**src/rtl/arb_pkg.sv**
```systemverilog
// Shared constants, FSM states and helpers for rr_arbiter8.
// Imported by the interface, the priority encoder and the top.
package arb_pkg;

  localparam int N = 8;
  localparam int IDW = 3;
  localparam int MAX_HOLD = 16;
  localparam int HCW = (MAX_HOLD > 2) ? $clog2(MAX_HOLD) : 1;

  typedef enum logic [1:0] {
    IDLE,
    BUSY,
    RELEASE
  } state_t;

  function automatic logic [N-1:0] onehot(
    input logic [IDW-1:0] i
  );
    logic [N-1:0] v;
    v = '0;
    v[i] = 1'b1;
    return v;
  endfunction

endpackage

```
**src/rtl/rr_arbiter8_if.sv**
```systemverilog
// Requester-side bundle for rr_arbiter8: en/req/done in,
// gnt/gnt_id/gnt_valid/timeout out.
interface rr_arbiter8_if;
  import arb_pkg::*;

  logic           en;
  logic [N-1:0]   req;
  logic           done;
  logic [N-1:0]   gnt;
  logic [IDW-1:0] gnt_id;
  logic           gnt_valid;
  logic           timeout;

  modport master (
    output en, req, done,
    input  gnt, gnt_id, gnt_valid, timeout
  );

  modport slave (
    input  en, req, done,
    output gnt, gnt_id, gnt_valid, timeout
  );

endinterface

```
**src/rtl/rr_prio_enc.sv**
```systemverilog
// Rotating priority encoder: first set req bit scanning
// ptr, ptr+1, ... (mod N). Ports: req, ptr in; any, idx out.
import arb_pkg::*;

module rr_prio_enc (
  input  logic [N-1:0]   req,
  input  logic [IDW-1:0] ptr,
  output logic           any,
  output logic [IDW-1:0] idx
);

  logic [IDW-1:0] j;

  // Walk from farthest to nearest so the nearest hit wins.
  always_comb begin
    any = |req;
    idx = '0;
    j = '0;
    for (int k = N - 1; k >= 0; k--) begin
      j = ptr + IDW'(k);
      if (req[j]) idx = j;
    end
  end

endmodule

```
**src/rtl/rr_arbiter8.sv**
```systemverilog
// Round-robin arbiter, 8 requesters, hold timeout.
// Ports: clk, rst_n (async low), bus (slave modport).
import arb_pkg::*;

module rr_arbiter8 (
  input  logic         clk,
  input  logic         rst_n,
  rr_arbiter8_if.slave bus
);

  state_t         st;
  logic [IDW-1:0] ptr;
  logic [HCW-1:0] hcnt;
  logic [N-1:0]   gnt_q;
  logic [IDW-1:0] id_q;
  logic           vld_q;
  logic           to_q;

  logic           any;
  logic [IDW-1:0] idx;
  logic           own_req;
  logic           hit;
  logic           rel;

  rr_prio_enc u_enc (
    .req (bus.req),
    .ptr (ptr),
    .any (any),
    .idx (idx)
  );

  assign own_req = bus.req[id_q];
  assign hit = hcnt == HCW'(MAX_HOLD - 1);
  assign rel = bus.done | ~own_req | hit;

  always_ff @(posedge clk or negedge rst_n) begin
    if (!rst_n) begin
      st    <= IDLE;
      ptr   <= '0;
      hcnt  <= '0;
      gnt_q <= '0;
      id_q  <= '0;
      vld_q <= 1'b0;
      to_q  <= 1'b0;
    end else begin
      to_q <= 1'b0;
      unique case (st)
        IDLE: begin
          if (bus.en && any) begin
            gnt_q <= onehot(idx);
            id_q  <= idx;
            vld_q <= 1'b1;
            hcnt  <= '0;
            st    <= BUSY;
          end
        end
        BUSY: begin
          if (rel) begin
            gnt_q <= '0;
            vld_q <= 1'b0;
            ptr   <= id_q + IDW'(1);
            // Only a pure hold expiry counts as a timeout.
            to_q  <= hit & ~bus.done & own_req;
            st    <= RELEASE;
          end else if (!hit) begin
            hcnt <= hcnt + HCW'(1);
          end
        end
        RELEASE: st <= IDLE;
        default: st <= IDLE;
      endcase
    end
  end

  assign bus.gnt       = gnt_q;
  assign bus.gnt_id    = id_q;
  assign bus.gnt_valid = vld_q;
  assign bus.timeout   = to_q;

endmodule

```
**src/flat_wrapper.sv**
```systemverilog
// flat-port wrapper written by rule: the top's interface ports become plain ports
module rr_arbiter8_flat 
  (clk, rst_n, bus_en, bus_req, bus_done, bus_gnt, bus_gnt_id, bus_gnt_valid, bus_timeout);
  rr_arbiter8_if bus_i ();
  input  logic clk;
  input  logic rst_n;
  input wire logic [$bits(bus_i.en)-1:0] bus_en;
  input wire logic [$bits(bus_i.req)-1:0] bus_req;
  input wire logic [$bits(bus_i.done)-1:0] bus_done;
  output wire logic [$bits(bus_i.gnt)-1:0] bus_gnt;
  output wire logic [$bits(bus_i.gnt_id)-1:0] bus_gnt_id;
  output wire logic [$bits(bus_i.gnt_valid)-1:0] bus_gnt_valid;
  output wire logic [$bits(bus_i.timeout)-1:0] bus_timeout;
  assign bus_i.en = bus_en;
  assign bus_i.req = bus_req;
  assign bus_i.done = bus_done;
  assign bus_gnt = bus_i.gnt;
  assign bus_gnt_id = bus_i.gnt_id;
  assign bus_gnt_valid = bus_i.gnt_valid;
  assign bus_timeout = bus_i.timeout;
  rr_arbiter8 u_core (.clk(clk), .rst_n(rst_n), .bus(bus_i));
endmodule
```
**config.mk**
```make
export PLATFORM = sky130hd
export DESIGN_NAME = rr_arbiter8_flat
export DESIGN_NICKNAME = d
export VERILOG_FILES = /design/src/rtl/arb_pkg.sv /design/src/rtl/rr_arbiter8_if.sv /design/src/rtl/rr_prio_enc.sv /design/src/rtl/rr_arbiter8.sv /design/src/flat_wrapper.sv
export SDC_FILE = /design/constraint.sdc
export NUM_CORES = 1
export LEC_CHECK = 0
export CAP_MARGIN = 20
export CELL_PAD_IN_SITES_DETAIL_PLACEMENT = 1
export CELL_PAD_IN_SITES_GLOBAL_PLACEMENT = 1
export CORE_AREA = 4 4 71 73
export CTS_BUF_LIST = sky130_fd_sc_hd__clkbuf_4 sky130_fd_sc_hd__clkbuf_8 sky130_fd_sc_hd__clkbuf_16
export DETAILED_ROUTE_END_ITERATION = 8
export DIE_AREA = 0 0 75 77
export GPL_ROUTABILITY_DRIVEN = 0
export GPL_TIMING_DRIVEN = 0
export PLACE_DENSITY = 0.88
export SKIP_CTS_REPAIR_TIMING = 1
export SLEW_MARGIN = 10
export SYNTH_ARGS = -nofsm -noshare
export SYNTH_HDL_FRONTEND = slang
export SYNTH_SLANG_ARGS = --single-unit
```
**constraint.sdc**
```tcl
create_clock -name clk -period 3.85 [get_ports clk]
set_clock_uncertainty 0.05 [all_clocks]
set_input_delay 0.77 -clock clk [delete_from_list [all_inputs] [get_ports clk]]
set_output_delay 0.77 -clock clk [all_outputs]
set_load 0.05 [all_outputs]
```
Run 1, cell classes on the final placement:
Fill, decap, tap and diode cells in gray.
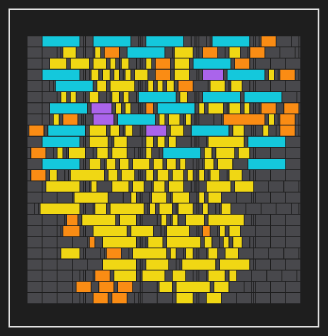
legend:
  cyan:
    class: flip-flops
    cells: 22
    share_of_their_area: 25%
  purple:
    class: clock drivers and dummy loads
    cells: 4
    share_of_their_area: 2.5%
  orange:
    class: other buffers and delay cells
    cells: 30
    share_of_their_area: 14%
  yellow:
    class: all other logic
    cells: 141
    share_of_their_area: 59%
Finished Cell Area: 2250 um2
final core utilization: 51.8%
# rows: 24
sequential cell area share: 24.4%
core area: 4350 um2

Run 1, wiring by layer:
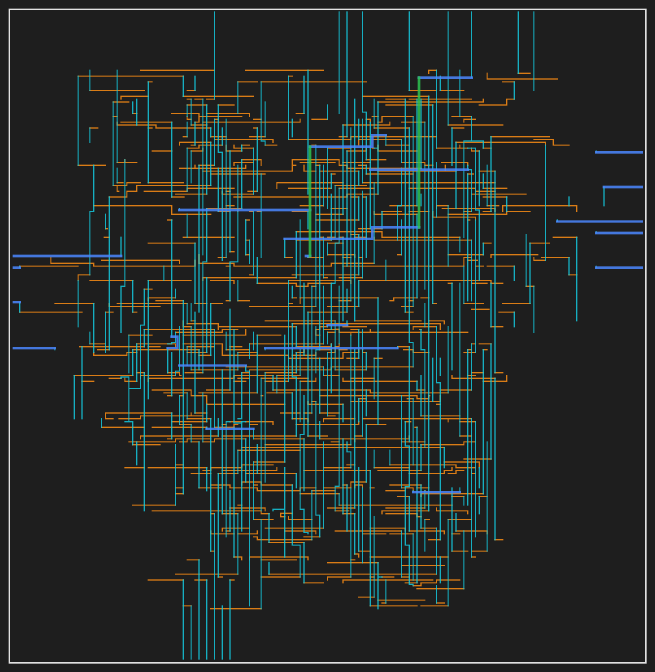
legend:
  orange:
    layer: met1
    wire_length: 2,020 um
  cyan:
    layer: met2
    wire_length: 2,560 um
  blue:
    layer: met3
    wire_length: 150 um
  green:
    layer: met4
    wire_length: 30.6 um
GRT Total Usage: 18.0%
via count: 1,542
final WL: 4760 um
WL per Instance: 19.1 um

Run 1, port wiring:
Scale bar: 20 um.
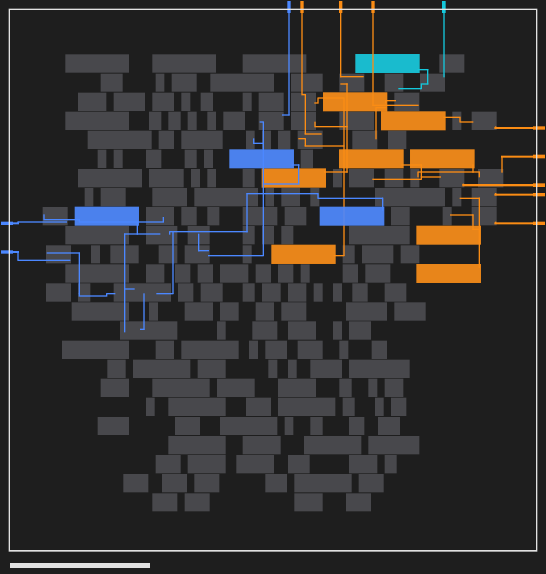
legend:
  blue:
    port: `bus_gnt_id`
    direction: output
    edge: 2 left, 1 top
    end_cells: 3
    wire: 187 um
  cyan:
    port: `bus_gnt_valid`
    direction: output
    edge: top
    end_cells: 1
    wire: 17.5 um
  orange:
    port: `bus_gnt`
    direction: output
    edge: 5 right, 3 top
    end_cells: 8
    wire: 201 um
port bufs: 24
num ports: 25

==> impl_metrics.toml, run 1 <==
# physical design summary
[outcome]
status = "finished, final reports clean"

[drt]
drt_iter0_drc = 140
drt_first_pass_iters = 4
m1WireLength_um = 2020
top_layer = "met4"
route.detailed.drc = 0
dr_wl_met3_um = 150

[final_layout]
nNonClkBuffers = 30
final_nets = 214
lay_top_cells = "clkdlybuf4s50_1, dfrtp_1, nand2_1, mux4_2, nor2_1"
buffer_area_share_pct = 13.3
fillCellCount = 467
inverters = 10
area_delta_synth_final_pct = 21.2
clk_share_pct = 2.44
stdcell_count = 249
antenna-diode-count = 0

[floorplanning]
num_tap_cells = 52
fp.dieW_um = 75
chipArea_um2 = 5780

[synth]
topCombFamilyByArea = "multiplexers"
synth_cell_types = 52
ys_area_um2 = 1860

[final_timing]
holdWs_ns = 0.437
final-setup-viol-count = 0
rsz0062_at_grt = "false"
period_used_pct = 91.9

[worst_hold_path]
min_path_cells = 2
min-delay-start = "u_core.bus.gnt[3]$_DFFE_PN0P_"

[cts]
tritoncts = "yes"
clock_path_buffers = 2
clockRootBuffer = "clkbuf_8"
clock-sinks = 22
clkLatencyLatePin_ns = 0.27
clkSlewWorstSetupHoldPaths_ns = 0.09

[placement]
dp_hpwl_um = 3500

[run]
warning_count = 27

[critical_path]
critPathKind = "reg -> reg"
crit_cells = 10
r2r_start = "u_core.ptr[1]$_DFFE_PN0P_"

[global_routing]
grt_max_degree = 23
grt_util_met2_pct = 30.1
==> run 2, diff against run 1 <==
--- a/config.mk
+++ b/config.mk
@@ -8,15 +8,14 @@
 export CAP_MARGIN = 20
 export CELL_PAD_IN_SITES_DETAIL_PLACEMENT = 1
 export CELL_PAD_IN_SITES_GLOBAL_PLACEMENT = 1
-export CORE_AREA = 4 4 71 73
+export CORE_AREA = 2 2 69 71
 export CTS_BUF_LIST = sky130_fd_sc_hd__clkbuf_4 sky130_fd_sc_hd__clkbuf_8 sky130_fd_sc_hd__clkbuf_16
 export DETAILED_ROUTE_END_ITERATION = 8
-export DIE_AREA = 0 0 75 77
+export DIE_AREA = 0 0 71 73
 export GPL_ROUTABILITY_DRIVEN = 0
 export GPL_TIMING_DRIVEN = 0
-export PLACE_DENSITY = 0.88
+export PLACE_DENSITY_LB_ADDON = 0.1
 export SKIP_CTS_REPAIR_TIMING = 1
-export SLEW_MARGIN = 10
 export SYNTH_ARGS = -nofsm -noshare
 export SYNTH_HDL_FRONTEND = slang
 export SYNTH_SLANG_ARGS = --single-unit
==> run 2 against run 1 <==
Final area rose by 0.11%. Setup slack got worse by 0.020 ns. Non-clock buffer count did not move. Via count barely moved. Worst hold slack got worse by 0.0014 ns. First-iteration DRC count fell by 64%. Global-route usage rose by 2.1 points. Critical path type unchanged. Critical endpoint is now u_core.bus.gnt_id[1]$_DFFE_PN0P_. Highest routed layer unchanged.
==> impl_metrics.toml, run 2 <==
# physical design summary
[outcome]
status = "finished, final reports clean"

[synth]
synth_cell_types = 52
topCombFamilyByArea = "multiplexers"
ys_area_um2 = 1860

[final_layout]
area_delta_synth_final_pct = 21.3
nNonClkBuffers = 30
clk_share_pct = 2.44
final_nets = 214
buffer_area_share_pct = 13.3
stdcell_count = 251
inverters = 10

[placement]
numPortBuffers = 24
dp_hpwl_um = 3830

[cts]
clkLatencyLatePin_ns = 0.27
clock-sinks = 22
clock_path_buffers = 2
clockRootBuffer = "clkbuf_8"

[drt]
drt_first_pass_iters = 4
num_vias = 1541
top_layer = "met4"
dr_wl_met3_um = 115
m1WireLength_um = 2180
drt_iter0_drc = 50

[final_timing]
holdWs_ns = 0.436
period_used_pct = 92.5
final-setup-viol-count = 0

[critical_path]
crit_cells = 10
r2r_start = "u_core.ptr[1]$_DFFE_PN0P_"
critPathKind = "reg -> reg"

[floorplanning]
pin_count = 25
fp.dieW_um = 71

[global_routing]
grt_util_met2_pct = 36.0
grt_usage_pct = 20.1

[worst_hold_path]
min_path_cells = 1

[run]
warning_count = 27
Run 2, wiring by layer:
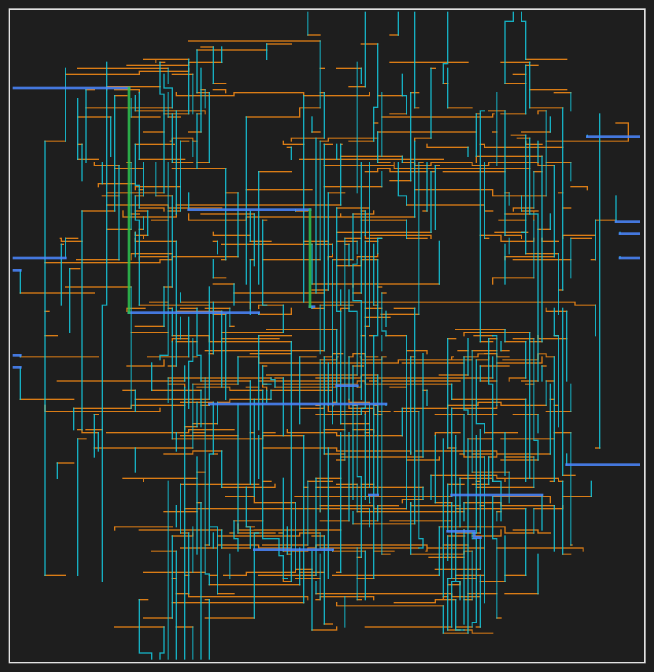
legend:
  orange:
    layer: met1
    wire_length: 2,180 um
  green:
    layer: met4
    wire_length: 36.0 um
  blue:
    layer: met3
    wire_length: 116 um
  cyan:
    layer: met2
    wire_length: 2,640 um
final WL: 4960 um
WL per Instance: 19.8 um

Run 2, cell classes on the final placement:
Fill, decap, tap and diode cells in gray.
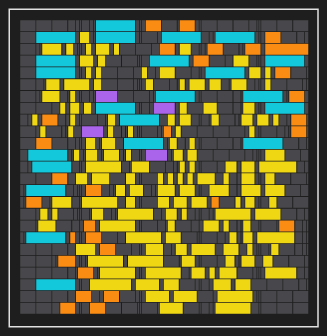
legend:
  orange:
    class: other buffers and delay cells
    cells: 30
    share_of_their_area: 14%
  cyan:
    class: flip-flops
    cells: 22
    share_of_their_area: 25%
  yellow:
    class: all other logic
    cells: 141
    share_of_their_area: 59%
  purple:
    class: clock drivers and dummy loads
    cells: 4
    share_of_their_area: 2.5%
# rows: 25
Finished Cell Area: 2260 um2
final core utilization: 49.8%
core area: 4540 um2
sequential cell area share: 24.4%

